Run 1, floorplan with the power grid:
The bar under the picture is 20 um long. Pins as bars on the die edge. Tap cells in gray.
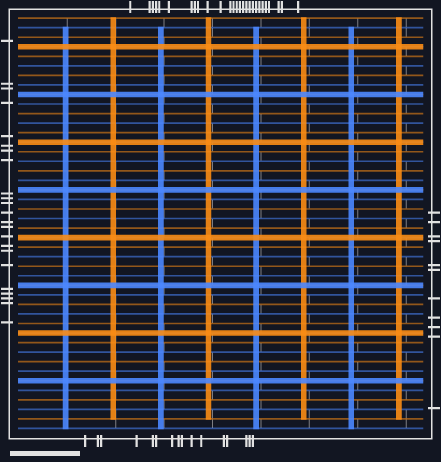
Run 1, placement by cell class:
The bar under the picture is 20 um long.
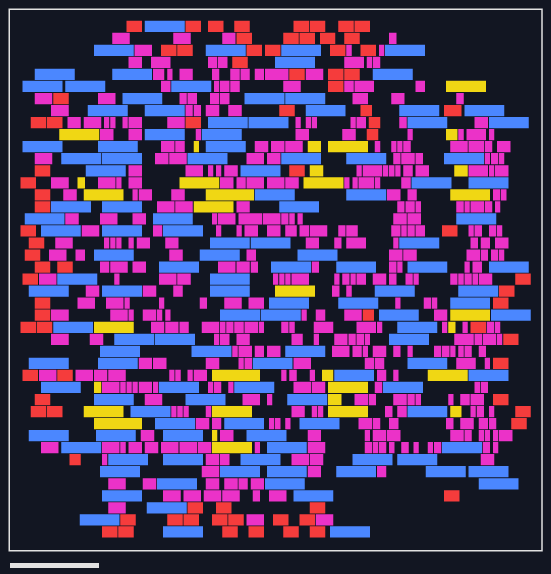
Run 1, clock network drawn from the DEF:
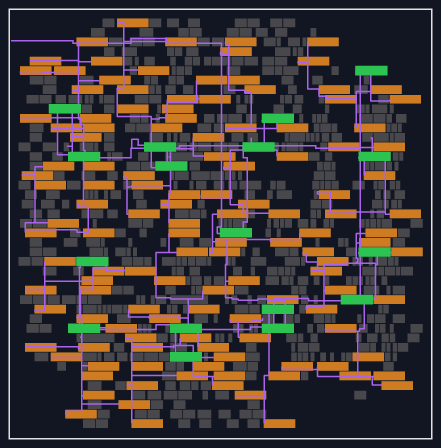
`src/rtl/hgdb_bp_pkg.sv`:
```
// -----------------------------------------------------------------------------
// hgdb_bp_pkg
//   Shared types and defaults for the hgdb breakpoint monitor.
//   - bp_slot_t  : one breakpoint slot {enable, match_id, ignore} at default widths
//   - bp_state_e : monitor FSM state (RUN, HALT)
//   - slot_width : width of a slot index, never narrower than one bit
//   Optional feature macro used by importers: HGDB_BP_TIMESTAMP_EN
// -----------------------------------------------------------------------------
package hgdb_bp_pkg;

   localparam int DEF_NUM_SLOTS = 4;
   localparam int DEF_ID_WIDTH  = 16;
   localparam int DEF_CNT_WIDTH = 8;

   typedef enum logic {
      RUN  = 1'b0,
      HALT = 1'b1
   } bp_state_e;

   typedef struct packed {
      logic                     enable;
      logic [DEF_ID_WIDTH-1:0]  match_id;
      logic [DEF_CNT_WIDTH-1:0] ignore;
   } bp_slot_t;

   // A single-slot build still needs a one-bit index port.
   function automatic int slot_width(input int num_slots);
      return (num_slots > 1) ? $clog2(num_slots) : 1;
   endfunction

endpackage

```
`src/rtl/hgdb_bp_monitor_if.sv`:
```
// -----------------------------------------------------------------------------
// hgdb_bp_monitor_if
//   Bundles the config, event and halt signals of the breakpoint monitor.
//   master : runtime / event tap side (drives cfg_*, evt_*, halt_ack)
//   slave  : hgdb_bp_monitor side (drives *_ready, halt_*, hit_count)
//   With HGDB_BP_TIMESTAMP_EN defined, halt_time (64-bit) is added.
// -----------------------------------------------------------------------------
interface hgdb_bp_monitor_if
   import hgdb_bp_pkg::*;
#(
   parameter int NUM_SLOTS = DEF_NUM_SLOTS,
   parameter int ID_WIDTH  = DEF_ID_WIDTH,
   parameter int CNT_WIDTH = DEF_CNT_WIDTH
);
   localparam int SLOT_W = slot_width(NUM_SLOTS);

   logic                 cfg_valid;
   logic                 cfg_ready;
   logic [SLOT_W-1:0]    cfg_slot;
   logic                 cfg_enable;
   logic [ID_WIDTH-1:0]  cfg_match_id;
   logic [CNT_WIDTH-1:0] cfg_ignore;

   logic                 evt_valid;
   logic                 evt_ready;
   logic [ID_WIDTH-1:0]  evt_id;

   logic                 halt_req;
   logic [SLOT_W-1:0]    halt_slot;
   logic [ID_WIDTH-1:0]  halt_id;
   logic                 halt_ack;
   logic [CNT_WIDTH-1:0] hit_count;
`ifdef HGDB_BP_TIMESTAMP_EN
   logic [63:0]          halt_time;
`endif

   modport master (
      output cfg_valid, cfg_slot, cfg_enable, cfg_match_id, cfg_ignore,
      output evt_valid, evt_id, halt_ack,
      input  cfg_ready, evt_ready, halt_req, halt_slot, halt_id,
`ifdef HGDB_BP_TIMESTAMP_EN
      input  halt_time,
`endif
      input  hit_count
   );

   modport slave (
      input  cfg_valid, cfg_slot, cfg_enable, cfg_match_id, cfg_ignore,
      input  evt_valid, evt_id, halt_ack,
      output cfg_ready, evt_ready, halt_req, halt_slot, halt_id,
`ifdef HGDB_BP_TIMESTAMP_EN
      output halt_time,
`endif
      output hit_count
   );

endinterface

```
`src/rtl/hgdb_bp_slot.sv`:
```
// -----------------------------------------------------------------------------
// hgdb_bp_slot
//   One breakpoint slot: holds enable/match_id/ignore, compares the accepted
//   event ID and either burns one ignore count or fires.
//   Ports: clk, rst (async, active-high); evt_accept/evt_id from the handshake;
//          cfg_we + cfg_enable/cfg_match_id/cfg_ignore for a config write;
//          fire (combinational, same cycle as the event handshake).
// -----------------------------------------------------------------------------
module hgdb_bp_slot #(
   parameter int ID_WIDTH  = 16,
   parameter int CNT_WIDTH = 8
) (
   input  logic                 clk,
   input  logic                 rst,
   input  logic                 evt_accept,
   input  logic [ID_WIDTH-1:0]  evt_id,
   input  logic                 cfg_we,
   input  logic                 cfg_enable,
   input  logic [ID_WIDTH-1:0]  cfg_match_id,
   input  logic [CNT_WIDTH-1:0] cfg_ignore,
   output logic                 fire
);
   logic                 enable;
   logic [ID_WIDTH-1:0]  match_id;
   logic [CNT_WIDTH-1:0] ignore;
   logic                 hit;

   assign hit  = evt_accept && enable && (match_id == evt_id);
   assign fire = hit && (ignore == '0);

   // A config write wins over a same-cycle decrement: the event already used
   // the old settings through 'fire', then the new settings replace them.
   // NOTE: state registers use non-blocking assignments so every slot samples
   // the same pre-edge values; each register here is small enough to reset.
   always_ff @(posedge clk or posedge rst) begin
      if (rst) begin
         enable   <= 1'b0;
         match_id <= '0;
         ignore   <= '0;
      end else if (cfg_we) begin
         enable   <= cfg_enable;
         match_id <= cfg_match_id;
         ignore   <= cfg_ignore;
      end else if (hit && (ignore != '0)) begin
         ignore   <= ignore - CNT_WIDTH'(1);
      end
   end

endmodule

```
`src/rtl/hgdb_bp_monitor.sv`:
```
// -----------------------------------------------------------------------------
// hgdb_bp_monitor
//   Breakpoint responder for the hgdb runtime. Watches the statement-event
//   stream, fires armed breakpoint slots and requests a halt; while halted the
//   event stream is backpressured until the runtime acknowledges.
//   Ports: clk, rst (async, active-high), bus (hgdb_bp_monitor_if.slave):
//          cfg_* config write channel, evt_* event channel,
//          halt_req/halt_slot/halt_id/halt_ack halt handshake, hit_count.
//   Optional: HGDB_BP_TIMESTAMP_EN adds halt_time, the free-running cycle
//             count latched when a breakpoint fires.
// -----------------------------------------------------------------------------
module hgdb_bp_monitor
   import hgdb_bp_pkg::*;
#(
   parameter int NUM_SLOTS = DEF_NUM_SLOTS,
   parameter int ID_WIDTH  = DEF_ID_WIDTH,
   parameter int CNT_WIDTH = DEF_CNT_WIDTH
) (
   input  logic            clk,
   input  logic            rst,
   hgdb_bp_monitor_if.slave bus
);
   localparam int SLOT_W = slot_width(NUM_SLOTS);

   bp_state_e            state;
   logic                 evt_accept;
   logic                 cfg_accept;
   logic [NUM_SLOTS-1:0] fire;
   logic                 any_fire;
   logic [SLOT_W-1:0]    first_slot;

   logic                 halt_req_q;
   logic [SLOT_W-1:0]    halt_slot_q;
   logic [ID_WIDTH-1:0]  halt_id_q;
   logic [CNT_WIDTH-1:0] hit_count_q;

   // Readies depend on rst directly so they drop the moment reset asserts.
   assign bus.evt_ready = !rst && (state == RUN);
   assign bus.cfg_ready = !rst;
   assign evt_accept    = bus.evt_valid && bus.evt_ready;
   assign cfg_accept    = bus.cfg_valid && bus.cfg_ready;

   for (genvar g = 0; g < NUM_SLOTS; g++) begin : g_slot
      hgdb_bp_slot #(
         .ID_WIDTH  (ID_WIDTH),
         .CNT_WIDTH (CNT_WIDTH)
      ) u_slot (
         .clk          (clk),
         .rst          (rst),
         .evt_accept   (evt_accept),
         .evt_id       (bus.evt_id),
         .cfg_we       (cfg_accept && (bus.cfg_slot == SLOT_W'(g))),
         .cfg_enable   (bus.cfg_enable),
         .cfg_match_id (bus.cfg_match_id),
         .cfg_ignore   (bus.cfg_ignore),
         .fire         (fire[g])
      );
   end

   // Lowest-index fired slot wins; scanning downward leaves it last-assigned.
   // NOTE: every always_comb output gets a default first so no latch is inferred.
   always_comb begin
      first_slot = '0;
      any_fire   = |fire;
      for (int i = NUM_SLOTS - 1; i >= 0; i--) begin
         if (fire[i]) first_slot = SLOT_W'(i);
      end
   end

   // Fires can only occur in RUN because evt_ready is low in HALT.
   always_ff @(posedge clk or posedge rst) begin
      if (rst) begin
         state       <= RUN;
         halt_req_q  <= 1'b0;
         halt_slot_q <= '0;
         halt_id_q   <= '0;
         hit_count_q <= '0;
      end else begin
         case (state)
            RUN: begin
               if (any_fire) begin
                  state       <= HALT;
                  halt_req_q  <= 1'b1;
                  halt_slot_q <= first_slot;
                  halt_id_q   <= bus.evt_id;
                  if (hit_count_q != '1) hit_count_q <= hit_count_q + CNT_WIDTH'(1);
               end
            end
            HALT: begin
               if (bus.halt_ack) begin
                  state      <= RUN;
                  halt_req_q <= 1'b0;
               end
            end
            default: state <= RUN;
         endcase
      end
   end

   assign bus.halt_req  = halt_req_q;
   assign bus.halt_slot = halt_slot_q;
   assign bus.halt_id   = halt_id_q;
   assign bus.hit_count = hit_count_q;

`ifdef HGDB_BP_TIMESTAMP_EN
   logic [63:0] cycle_cnt;
   logic [63:0] halt_time_q;

   // Latched on exactly the same condition that updates halt_slot.
   always_ff @(posedge clk or posedge rst) begin
      if (rst) begin
         cycle_cnt   <= '0;
         halt_time_q <= '0;
      end else begin
         cycle_cnt <= cycle_cnt + 64'd1;
         if ((state == RUN) && any_fire) halt_time_q <= cycle_cnt;
      end
   end

   assign bus.halt_time = halt_time_q;
`endif

endmodule

```
`src/flat_wrapper.sv`:
```
// flat-port wrapper written by rule: the top's interface ports become plain ports
module hgdb_bp_monitor_flat import hgdb_bp_pkg::*;
#(
   parameter int NUM_SLOTS = DEF_NUM_SLOTS,
   parameter int ID_WIDTH  = DEF_ID_WIDTH,
   parameter int CNT_WIDTH = DEF_CNT_WIDTH
)
  (clk, rst, bus_cfg_valid, bus_cfg_slot, bus_cfg_enable, bus_cfg_match_id, bus_cfg_ignore, bus_evt_valid, bus_evt_id, bus_halt_ack, bus_cfg_ready, bus_evt_ready, bus_halt_req, bus_halt_slot, bus_halt_id, bus_hit_count);
  hgdb_bp_monitor_if #(.NUM_SLOTS(NUM_SLOTS), .ID_WIDTH(ID_WIDTH), .CNT_WIDTH(CNT_WIDTH)) bus_i ();
  input  logic clk;
  input  logic rst;
  input wire logic [$bits(bus_i.cfg_valid)-1:0] bus_cfg_valid;
  input wire logic [$bits(bus_i.cfg_slot)-1:0] bus_cfg_slot;
  input wire logic [$bits(bus_i.cfg_enable)-1:0] bus_cfg_enable;
  input wire logic [$bits(bus_i.cfg_match_id)-1:0] bus_cfg_match_id;
  input wire logic [$bits(bus_i.cfg_ignore)-1:0] bus_cfg_ignore;
  input wire logic [$bits(bus_i.evt_valid)-1:0] bus_evt_valid;
  input wire logic [$bits(bus_i.evt_id)-1:0] bus_evt_id;
  input wire logic [$bits(bus_i.halt_ack)-1:0] bus_halt_ack;
  output wire logic [$bits(bus_i.cfg_ready)-1:0] bus_cfg_ready;
  output wire logic [$bits(bus_i.evt_ready)-1:0] bus_evt_ready;
  output wire logic [$bits(bus_i.halt_req)-1:0] bus_halt_req;
  output wire logic [$bits(bus_i.halt_slot)-1:0] bus_halt_slot;
  output wire logic [$bits(bus_i.halt_id)-1:0] bus_halt_id;
  output wire logic [$bits(bus_i.hit_count)-1:0] bus_hit_count;
  assign bus_i.cfg_valid = bus_cfg_valid;
  assign bus_i.cfg_slot = bus_cfg_slot;
  assign bus_i.cfg_enable = bus_cfg_enable;
  assign bus_i.cfg_match_id = bus_cfg_match_id;
  assign bus_i.cfg_ignore = bus_cfg_ignore;
  assign bus_i.evt_valid = bus_evt_valid;
  assign bus_i.evt_id = bus_evt_id;
  assign bus_i.halt_ack = bus_halt_ack;
  assign bus_cfg_ready = bus_i.cfg_ready;
  assign bus_evt_ready = bus_i.evt_ready;
  assign bus_halt_req = bus_i.halt_req;
  assign bus_halt_slot = bus_i.halt_slot;
  assign bus_halt_id = bus_i.halt_id;
  assign bus_hit_count = bus_i.hit_count;
  hgdb_bp_monitor #(.NUM_SLOTS(NUM_SLOTS), .ID_WIDTH(ID_WIDTH), .CNT_WIDTH(CNT_WIDTH)) u_core (.clk(clk), .rst(rst), .bus(bus_i));
endmodule
```
`config.mk`:
```
export PLATFORM = sky130hd
export DESIGN_NAME = hgdb_bp_monitor_flat
export DESIGN_NICKNAME = d
export VERILOG_FILES = /design/src/rtl/hgdb_bp_pkg.sv /design/src/rtl/hgdb_bp_monitor_if.sv /design/src/rtl/hgdb_bp_slot.sv /design/src/rtl/hgdb_bp_monitor.sv /design/src/flat_wrapper.sv
export SDC_FILE = /design/constraint.sdc
export NUM_CORES = 1
export LEC_CHECK = 0
export ABC_CLOCK_PERIOD_IN_PS = 12700
export CELL_PAD_IN_SITES_DETAIL_PLACEMENT = 0
export CELL_PAD_IN_SITES_GLOBAL_PLACEMENT = 1
export CORE_AREA = 2 2 118 120
export CTS_CLUSTER_DIAMETER = 30
export DETAILED_ROUTE_END_ITERATION = 8
export DIE_AREA = 0 0 120 122
export PLACE_DENSITY_LB_ADDON = 0.3
export REMOVE_ABC_BUFFERS = 1
export SETUP_SLACK_MARGIN = 0.3
export SLEW_MARGIN = 30
export SYNTH_ARGS = -nofsm -noshare
export SYNTH_HDL_FRONTEND = slang
export SYNTH_SLANG_ARGS = --single-unit
```
`constraint.sdc`:
```
create_clock -name clk -period 12.7 [get_ports clk]
set_clock_uncertainty 0.05 [all_clocks]
set_input_delay 2.54 -clock clk [delete_from_list [all_inputs] [get_ports clk]]
set_output_delay 2.54 -clock clk [all_outputs]
set_load 0.005 [all_outputs]
```
==> Changelog: implementation, run 1 <==
### Metrics

* Port bufs at 76
* Inverters at 18
* Post-CTS setup buffers at 0
* # fillers at 1170
* Number of global-route vias before repair at 4694
* Yosys warnings at 0
* Met3 GRT Util at 5.24%
* Most frequent logic cell in the layout: dfrtp_1
* Multiplexer share at 12.3%
* Startpoint Class: primary input
* Area Growth Syn to Fin at 23.6%
* R2R Path Start: u_core.state
* Share of cells above drive strength 1 at 16.5%
* Fin. Hold Viols at 0
* Seq Cell Count at 128
* Status: finished clean
* Register share after synthesis at 50.7%
* Yosys simple share at 14.9%
* WL met2 at 7540 um
* Flop share of the area at 41.1%
* Most Crowded Layer GR: met2
* Total CTS buffers at 17
* Cells on Worst Hold Path at 2
* Htree depth at 4
* Gate power share at 15.8%
* Antenna Cells at 0
* WL met1 at 6460 um
* VDD IR-drop max at 0.0000959 V
* Drt drc at 0
* Post-synth cell types at 44
* WP depth at 3
* Top class by area: registers
* Hold-fix buffers, CTS at 0
* Core Area at 13500 sq um
* Io pins at 77
* Inst Count DP at 819
* Met2 usage at 37.8%
* Worst setup path endpoint: bus_evt_ready
* Top Layer Used: met4
* Seq. pwr at 522 uW
* Crit path capture type: output pin
* Yosys aoi share at 4.32%
* Crit path launch: rst
* Root buf cell: clkbuf_16
* Synth Instances at 591
* All-Layer GR Usage at 22.3%
* GR Overflow Total at 0
* Worst Tran Pin Value at 900 ps
* Final setup TNS at 0 ps
* Seq pwr share at 43.4%
* Post-Layout Cell Count at 851
* Final period utilization at 49.6%
* Yosys synthesis chip area at 6310 sq um
* Post-route ant nets at 0
* Mean Syn Cell Area at 10.7 sq um
* CP Class: in2out
* P_leak at 0.00330 uW
* Cell Rows at 43
* Slew Limit Headroom at 39.6%
* CP arrival at 3710 ps
* DP HPWL at 10100 um
* Comb area leader: simple AND/OR/NAND/NOR gates
* RSZ-0062 raised after global routing: false
* WHS Endpoint: u_core.g_slot[3].u_slot.match_id[11]
* Tap cells at 180
* WL met3 at 481 um
* #MultiIn Comb at 411
* Nets at 713
* Adders+Majority by Area at 1.39%
* Flops after synth at 128
* Worst r2r dst: u_core.bus.hit_count[1]
* Area occupied by multi-input gates at 2900 sq um
* Final number of setup-violating endpoints at 0
* Hold Path Class: reg2reg
* Yosys cell count at 591
* Pre-CTS setup slack at 6400 ps
* Total Wirelength at 14700 um
* Initial DRC Count at 209
* WP buf/inv at 2
* First-pass GRT wire length at 24600 um
* Crit-path max FO at 4
* Via density at 5.18
* Fmax at 159 MHz
* P_comb at 191 uW
* Clk sinks at 128
* Max Root-Sink Buffers at 2
* Chip Area at 14600 sq um
* Clk pin slew, worst setup/hold paths at 50 ps
* ClkCell Share at 7.64%
* Hold_sp: u_core.g_slot[3].u_slot.match_id[11]
* CP max stage cell: clkdlybuf4s50_1
* Largest net degree at the start of global routing at 69
* Reg area at 3200 sq um
* Reg2reg setup slack at 9570 ps
* Slew Limit Fails at 0
* Pwr top: registers
* Int Power at 882 uW
* Pwr dens at 154 nW/um^2
* GR Util met1 at 27.9%
* Clock power frac at 40.8%
* CTS tree: yes
* Worst setup margin at 6400 ps
* Drt pass-1 iters at 4
* Non-clock buffers at 82
* FP Core Util at 46.7%
* CP dominant cell by count: clkdlybuf4s50_1
* Crit path largest cell delay at 510 ps
* Delay-heaviest family, CP: buffers and inverters
* Clk_buf instances at 19
* Mapped Area at 6310 sq um
* Avg WL per Cell at 17.3 um
* Area fraction in xor and xnor cells at 12.8%
* Initial antenna violation count at 0
* Final min period at 6300 ps
* Switching Share at 26.8%
* Signal buf overhead at 10.4%
* CTS-repair resized insts at 0
* Most frequent cells in the layout: dfrtp_1, nand2_1, clkdlybuf4s50_1, mux2_2, xnor2_1
* Via count at 4411
* Die span in x at 120 um
Notes on 'floorplan with the power grid' above:
orange -> VDD
blue -> VSS
rows = 43
met1 rails = 44
met5 straps = 8
tap cells = 180

Notes on 'placement by cell class' above:
magenta -> remaining logic cells  # cells 429, share of their area 39%
yellow -> clock drivers and dummy loads  # cells 32, share of their area 7.9%
red -> remaining buffers and delay cells  # cells 82, share of their area 11%
blue -> registers  # cells 128, share of their area 42%

Notes on 'clock network drawn from the DEF' above:
orange -> flip-flops  # count 128
green -> clock-net drivers  # count 17
purple -> clock wires  # length 1690 um
flops lie = spread over the die
routed clock nets = 18
clk_lat worst skew: 420 ps
Clk power: 492 uW

## run 1: cell usage after synthesis, drive strengths merged
library cell	number	area, sq um
xnor2	53	464
o21a	1	7.51
mux2i	2	20.0
a2111oi	2	25.0
o211ai	1	7.51
or4	1	7.51
nor3b	4	45.1
a21oi	9	45.0
nand2b	4	25.0
nor3	8	40.0
clkbuf	25	95.1
ha	7	87.6
nor2b	1	6.26
nor2	19	71.3
inv	17	63.8
o21ai	34	170
clkinv	1	3.75
and2	3	18.8
nand3b	1	7.51
nor4b	1	8.76
nor4	15	93.8
and4	1	8.76
buf	9	62.6
or2	2	12.5
xor2	39	342
a22o	1	8.76
mux2	67	758
or3	5	31.3
nand2	93	349
nand4	13	81.3
and3b	2	17.5
nand3	17	85.1
nand4bb	1	11.3
and3	3	18.8
dfrtp	128	3200
o221ai	1	8.76
## run 1: registers in the layout, indices dropped and copies added (netlist names)
name and count:
u_core.g_slot.u_slot.enable 4, u_core.g_slot.u_slot.match_id 64, u_core.bus.hit_count 8, u_core.bus.halt_req 1, u_core.state 1, u_core.bus.halt_id 16
u_core.g_slot.u_slot.ignore 32, u_core.bus.halt_slot 2
## run 1: stage by stage
| step | hold slack [ps] | instance area, sq um | util, % | power (uW) |
|---|---|---|---|---|
| 3_3_place_gp | 422 | 7200 | 53.3 | 711 |
| 2_1_floorplan | 396 | 6150 | - | 650 |
| 3_5_place_dp | 435 | 7200 | 53.3 | 720 |
| 5_1_grt | 464 | 7800 | 57.8 | 1270 |
| 4_1_cts | 446 | 7800 | 57.7 | 1220 |
| 6_report | 446 | 7800 | 57.8 | 1200 |
Run 1, signal wires by layer:
The bar under the picture is 20 um long. Two of the layers only.
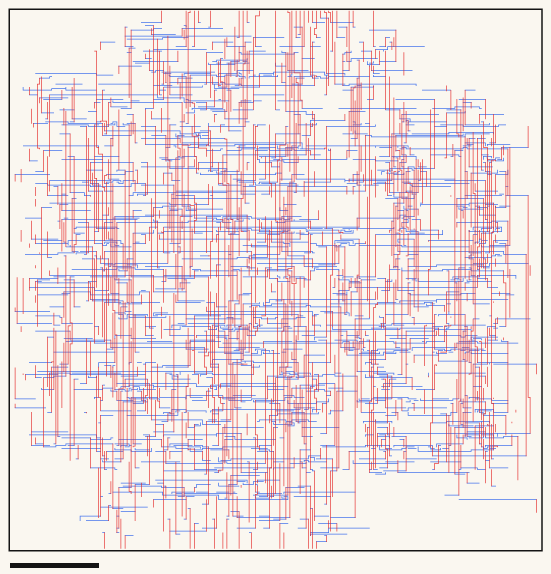

==> run 1 -> run 2 <==
--- a/config.mk
+++ b/config.mk
@@ -5,13 +5,13 @@
 export SDC_FILE = /design/constraint.sdc
 export NUM_CORES = 1
 export LEC_CHECK = 0
-export ABC_CLOCK_PERIOD_IN_PS = 12700
+export ABC_CLOCK_PERIOD_IN_PS = 6600
 export CELL_PAD_IN_SITES_DETAIL_PLACEMENT = 0
 export CELL_PAD_IN_SITES_GLOBAL_PLACEMENT = 1
-export CORE_AREA = 2 2 118 120
+export CORE_AREA = 2 2 123 125
 export CTS_CLUSTER_DIAMETER = 30
 export DETAILED_ROUTE_END_ITERATION = 8
-export DIE_AREA = 0 0 120 122
+export DIE_AREA = 0 0 125 127
 export PLACE_DENSITY_LB_ADDON = 0.3
 export REMOVE_ABC_BUFFERS = 1
 export SETUP_SLACK_MARGIN = 0.3
==> constraint.sdc (replaced) <==
create_clock -name clk -period 6.6 [get_ports clk]
set_clock_uncertainty 0.05 [all_clocks]
set_input_delay 1.32 -clock clk [delete_from_list [all_inputs] [get_ports clk]]
set_output_delay 1.32 -clock clk [all_outputs]
set_load 0.005 [all_outputs]
Run 2, signal wires by layer:
The bar under the picture is 50 um long. Two of the layers only.
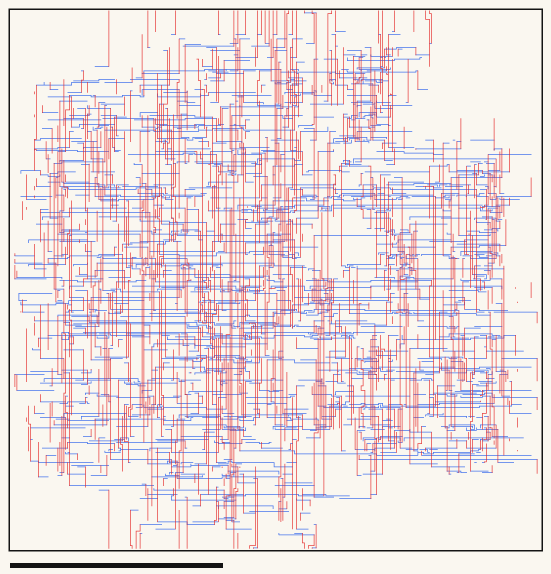
red -> M2  # wire length 7740 um
blue -> M1  # wire length 6690 um
All-Layer GR Usage: 20.8%
via count: 4450
Total Wirelength: 15400 um
Avg WL per Cell: 18.0 um

Run 2, floorplan with the power grid:
The bar under the picture is 50 um long. Pins as bars on the die edge. Tap cells in gray.
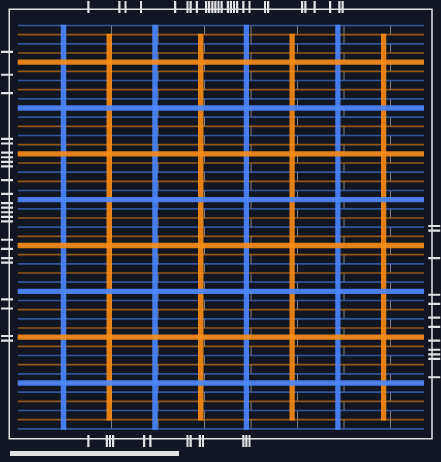
blue -> VSS
orange -> VDD
rows = 44
met1 rails = 45
met4 straps = 8
met5 straps = 8
signal pins = 77
die span in x: 125 um
DIE HEIGHT: 127 um

Run 2, clock network drawn from the DEF:
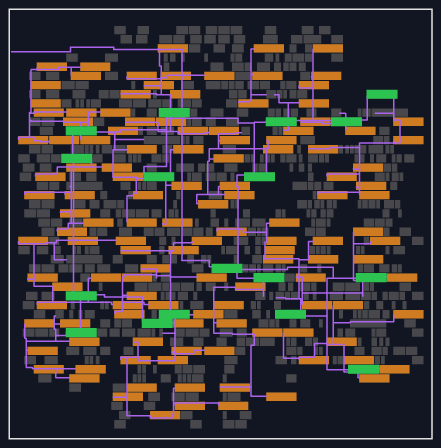
orange -> flip-flops  # count 128
green -> clock-net drivers  # count 17
purple -> clock wires  # length 1800 um
flops lie = spread over the die
clk_lat worst skew: 430 ps
Clk power: 1030 uW
Clock power frac: 42.8%

==> Changelog: implementation, run 2 <==
### Metrics

* Synth top area share at 50.7%
* Fin. Hold Viols at 0
* Met2 usage at 34.9%
* Nets at 714
* Status: finished clean
* VDD IR-drop max at 0.000218 V
* Commonest cells in the synthesized netlist: dfrtp_1, nand2_1, mux2_2
* Flops after synth at 128
* Dpl cell area at 7210 sq um
* Total Power at 2410 uW
* Clk_buf instances at 20
* DP HPWL at 10600 um
* Initial DRC Count at 244
* WL met1 at 6690 um
* Crit-path max FO at 26
* R2R Path Start: u_core.state
* Share of cells above drive strength 1 at 16.5%
* Flop share of the area at 40.8%
* Max Root-Sink Buffers at 2
* Fmax at 249 MHz
* Worst setup margin at 2590 ps
* Register share after synthesis at 50.7%
* Via density at 5.20
* P_leak at 0.00332 uW
* Worst Tran Pin Value at 839 ps
* Max reg flops at 64
* Reg2reg setup slack at 3630 ps
* Async SR Flop Fraction at 100%
* Most Crowded Layer GR: met2
* Io pins at 77
* Inverters at 18
* Tap cells at 184
* Area Growth Syn to Fin at 24.4%
* RSZ-0062 raised after global routing: false
* CTS tree: yes
* Final setup TNS at 0 ps
* Worst r2r dst: u_core.bus.hit_count[1]
* ClkCell Share at 8.20%
* Count leader, synth: dfrtp_1
* Number of global-route vias before repair at 4776
* Yosys warnings at 0
* Drt drc at 0
* Dominant flop cell: dfrtp_1
* Hold Path Class: reg2reg
* Htree depth at 4
* Crit path launch: rst
* Post-CTS setup buffers at 0
* Switching Share at 26.3%
* Gate power share at 15.4%
* GR Util met1 at 26.3%
* Most frequent logic cell in the layout: dfrtp_1
* Pre-CTS setup slack at 2110 ps
* Post-Route Hold Slack at 443 ps
* Total CTS buffers at 17
* Final number of setup-violating endpoints at 0
* Yosys synthesis chip area at 6310 sq um
* Top Layer Used: met4
* Cell Rows at 44
* CP Class: in2reg
* Largest net degree at the start of global routing at 66
* CP arrival at 4260 ps
* Crit path capture type: flip-flop
* Synth Instances at 591
* Post-synth cell types at 44
* Post-route ant nets at 0
* Initial antenna violation count at 0
* # fillers at 1262
* Slew Limit Fails at 0
* Seq Cell Count at 128
* Top class by area: registers
* WL met3 at 694 um
* Non-clock buffers at 83
* EDFF count, synth at 0
* Int Power at 1780 uW
* Worst setup path endpoint: u_core.bus.hit_count[1]
* Signal buf overhead at 10.4%
* Antenna Cells at 0
* First-pass GRT wire length at 25500 um
* Inst Count DP at 824
* Area leader, netlist: dfrtp_1
* Slew Limit Headroom at 44.0%
* Root buf cell: clkbuf_16
* Clk sinks at 128
* Met3 GRT Util at 5.15%
* GR Overflow Total at 0
* Top cells, area: dfrtp_1, mux2_2, xnor2_1
* Final period utilization at 60.8%
* Post-Layout Cell Count at 856
## run 2: power by group through the flow
stage | Clock, uW | Combinational, uW | Sequential (uW)
finish | 1030 | 372 | 1010
global route | 1090 | 415 | 1020
CTS | 1050 | 379 | 1010
detailed placement | 0 | 374 | 1020
global placement | 0 | 365 | 1010
floorplan | 0 | 255 | 995
## run 2: worst max-delay path, stage by stage
cell	delay [ps]
clkdlybuf4s50_1	520
nor3b_2	390
nand4_1	120
or4_1	460
or3_1	430
nand4bb_1	120
buf_4	350
o21a_1	220
mux2_1	320
## run 2: cell families (layout without fill, tap and decap cells)
group                      after synthesis  after routing  synth area share [%]
buffers and inverters                   52            133                  3.57
xor gates and xnor gates                92             92                  12.8
and+or+nand+nor                        194            194                  14.9
adders and majority gates                7              7                  1.39
DFF                                    128            128                  50.7
muxes                                   69             69                  12.3
AOI/OAI and AO/OA                       49             49                  4.32
## run 2: how the worst min path moves through the flow
stage / start / endpoint / slack, ps / depth (start not counted)
finish: u_core.bus.hit_count[5] / u_core.bus.hit_count[5] / 440 / 1
global route: u_core.g_slot[3].u_slot.match_id[3] / u_core.g_slot[3].u_slot.match_id[3] / 470 / 2
CTS: u_core.g_slot[3].u_slot.match_id[7] / u_core.g_slot[3].u_slot.match_id[7] / 450 / 2
detailed placement: u_core.g_slot[3].u_slot.match_id[14] / u_core.g_slot[3].u_slot.match_id[14] / 430 / 2
global placement: u_core.g_slot[3].u_slot.match_id[11] / u_core.g_slot[3].u_slot.match_id[11] / 430 / 2
floorplan: u_core.g_slot[3].u_slot.enable / u_core.g_slot[3].u_slot.enable / 400 / 2
Power is estimated from default activity; no workload was simulated.
